==> config.mk <==
export PLATFORM = sky130hd
export DESIGN_NAME = video_capture_ctrl
export DESIGN_NICKNAME = d
export VERILOG_FILES = /design/src/rtl/video_ctrl_pkg.sv /design/src/rtl/video_line_checker.sv /design/src/rtl/video_capture_ctrl.sv
export SDC_FILE = /design/constraint.sdc
export NUM_CORES = 1
export LEC_CHECK = 0
export CAP_MARGIN = 5
export CORE_MARGIN = 3
export CORE_UTILIZATION = 50
export DETAILED_ROUTE_END_ITERATION = 6
export PLACE_DENSITY_LB_ADDON = 0.08
export SETUP_SLACK_MARGIN = 0.2
export SYNTH_ARGS = -nofsm -noshare
export SYNTH_HDL_FRONTEND = slang
export SYNTH_SLANG_ARGS = --single-unit
export TNS_END_PERCENT = 50
==> constraint.sdc <==
create_clock -name axi_clk_i -period 2.8 [get_ports axi_clk_i]
set_clock_uncertainty 0.15 [all_clocks]
set_input_delay 0.84 -clock axi_clk_i [delete_from_list [all_inputs] [get_ports axi_clk_i]]
set_output_delay 0.84 -clock axi_clk_i [all_outputs]
set_load 0.01 [all_outputs]
==> images/closeup.png <==
The bar under the picture is 10 um long. Window x 33 to 63, y 33 to 63 um. Cells in grey, sequential cells in the stronger grey; small squares are vias.
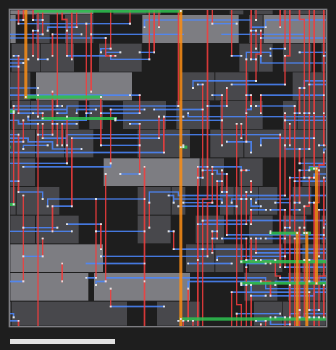
Green shows M3. Orange shows M4. Red shows M2. Blue shows M1.
Sequential cells in the window: 7. Most frequent: buf_4 (8), dfrtp_1 (7). 61 logic cells have their middle in the window.

==> images/clock_nets.png <==
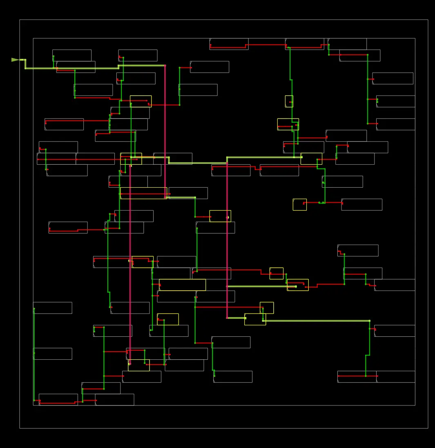
number of clock buffers in the layout: 10
clock buffer count from CTS: 9
clock-net power: 933 uW
number of sequential cells: 64
Sink Count: 64

==> images/m4.png <==
Supply wires on this layer in grey.
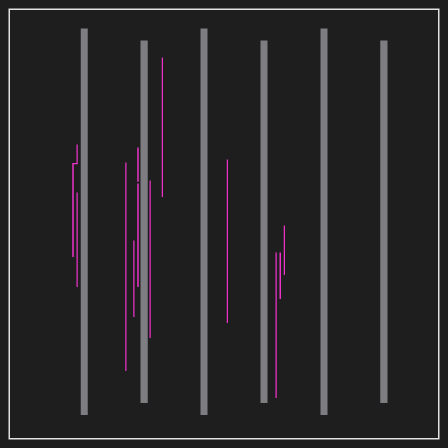
The wires run mostly vertical. 10 nets have wire on it. The layer carries 299 um of wire. The layer holds 2.5% of the routed length. The longest straight run is 46.9 um.
count of vias placed by the detailed router: 3925
DRT Wirelength: 11800 um

==> impl_metrics.py <==
# Physical implementation metrics
metrics = {
    "logic_synthesis": {
        "syn_area_sq_um": 4131,
        "post_synth_xor_area_fraction": 0.08480,
        "synth_async_sr_flop_share": 1.000,
        "ys_seq_elements": 64,
        "post_synth_main_area_contributors": "dfrtp_1 (39%), mux2_2 (8.2%), xnor2_1 (4.7%)",
        "synthesis.instances": 453,
        "syn-mean-instance-area_sq_um": 9.120,
        "number_of_cell_instances_after_yosys_synthesis": 453,
        "top_cell_area_share": 0.3876,
        "ys_seq_share": 0.3876,
        "simple_gate_share": 0.2111,
        "mappedNetlistNets": 500,
        "ys_sh_adder": 0.02423,
        "top_cells_by_count": "dfrtp_1 (64), nor2_1 (36), nand2_1 (34)",
        "yosysChipArea_sq_um": 4131,
        "edf_count": 0,
        "synth.area.mux_share": 0.08964,
        "synthTopLogicFamily": "simple AND/OR/NAND/NOR gates",
        "post-synth-top-count-cell": "dfrtp_1",
        "post-synth-top-area-cell": "dfrtp_1",
        "ys_types": 63,
    },
    "cells_and_area": {
        "multi_input_gate_share_of_the_layout_cell_area": 0.4556,
        "flop_share_of_the_area": 0.2877,
        "area_share_clock_buf_inv": 0.04071,
        "flop_area_sq_um": 1618,
        "final_common_cell": "buf_4",
        "area.growth.synth_to_final_pct": 36.13,
        "diodes": 0,
        "leading_cell_kind": "logic gates",
        "num-nets-final": 600,
        "multi_input_comb_cells": 345,
        "multiInputGateArea_sq_um": 2562,
        "layout.nonclk_buf_frac": 0.1833,
        "filler_cell_count": 582,
        "layout.cells.most_common_list": "buf_4 (66), dfrtp_1 (51), clkdlybuf4s50_1 (40), nor2_1 (36), nand2_1 (32)",
        "drive_above_1_share": 0.3226,
        "n_all_buffers": 118,
    },
    "worst_setup_path": {
        "cp.depth": 6,
        "rr_worst_depth": 7,
        "critical_path.n_buffers_inverters": 2,
        "worst_ep_arrival_time_ps": 2710,
        "critical-path-slowest-cell": "clkdlybuf4s50_1",
        "crit_required_ps": 2880,
        "endpoint_kind": "flop",
        "timing.critical_path.slowest_cell_delay_ps": 460,
        "cp_cell_sequence": "clkdlybuf4s50_1 > nor4_1 > nand3_1 > nand4_1 > buf_4 > mux2_2",
        "timing.critical_path.from_type": "primary input",
        "path_max_fanout": 14,
    },
    "drt": {
        "first_iter_violations": 233,
        "drt_drc_violations_left": 0,
        "firstDrtPassIters": 5,
        "wl_per_cell_um": 17.88,
        "drt.antenna.violating_nets": 0,
        "metal2_wl_um": 5533,
        "routed.top_layer": "met4",
        "wirelength_met1_um": 5293,
        "met3WireLength_um": 676,
        "via_per_inst": 5.947,
    },
    "pwr": {
        "static_leakage_power_uw": 0.002316,
        "pd_cells_nw_per_um2": 739.4,
        "vdd.ir_drop.worst_uv": 554.7,
    },
    "floorplan": {
        "design.core.area_sq_um": 7888,
        "fp_util": 0.5238,
        "ios": 47,
        "die_w_um": 96.90,
        "rows": 32,
        "taps": 102,
    },
    "hold_path": {
        "timing.hold.worst.class": "flop to flop",
        "min_delay_path_depth": 1,
    },
    "final_timing": {
        "final-max-slew-violation-count": 0,
        "fmax_ghz": 0.3797,
        "timing.setup.tns_ps": 0,
        "period_minus_slack_ps": 2634,
        "fin_crit_sh": 0.9406,
        "hold_violations": 0,
        "worst-slew-pin-transition_ps": 414.9,
        "rsz_0062_raised_after_global_routing": "yes",
        "setup_slack_ps": 166.4,
        "setup_viol": 0,
        "slew_headroom": 0.7199,
    },
    "place": {
        "port-buffer-count": 46,
        "placement.setup.worst_slack_ps": -767.6,
    },
    "job": {
        "max-cap-violations": 0,
        "tool_warnings": 33,
    },
    "cts": {
        "cts.path.max_buffers": 2,
        "clock_tree.root_cell": "clkbuf_8",
        "clk-insertion-delay-late_ps": 350,
        "ctsHoldBuffers": 0,
        "cts.reportedPaths.clkPinSlew_ps": 70,
        "tritoncts_clock_tree": "done",
    },
    "run_status": {
        "run_status": "completed",
    },
    "global_route": {
        "grt_pass1_vias": 3648,
        "overflow": 0,
        "gr-usage-met1": 0.3495,
        "grt.met3_usage": 0.04542,
        "grtUsageTotal": 0.2447,
        "grt_start_max_net_pins": 65,
        "grt_first_pass_wirelength_um": 18480,
        "grt.met2_usage": 0.3715,
    },
}
-- metrics by stage --
step	util	instance area, sq um	instances	hold slack (ps)	total power (uW)
finish	0.7130	5624	660	369.6	4158
global route	0.7130	5624	660	392.2	4409
CTS	0.6766	5336	642	369.2	4052
detailed placement	0.6426	5069	626	352.4	3094
global placement	0.6426	5069	626	337.4	3041
floorplan	-	4205	453	329.2	2552
-- what timing repair did --
action                     CTS  global route
setup buffers                0            18
gates resized               32            43
setup endpoints to repair   10            40
pin swaps                    1            17
cloned                       0             0
-- where the power goes --
| group | leakage [uW] | internal (uW) | switching (uW) | total [uW] |
|---|---|---|---|---|
| combinational | 0.00140 | 901 | 772 | 1670 |
| clock | 0.000117 | 530 | 403 | 933 |
| sequential | 0.000796 | 1230 | 327 | 1550 |
No activity file was given, so power comes from the tool's default toggle rates.
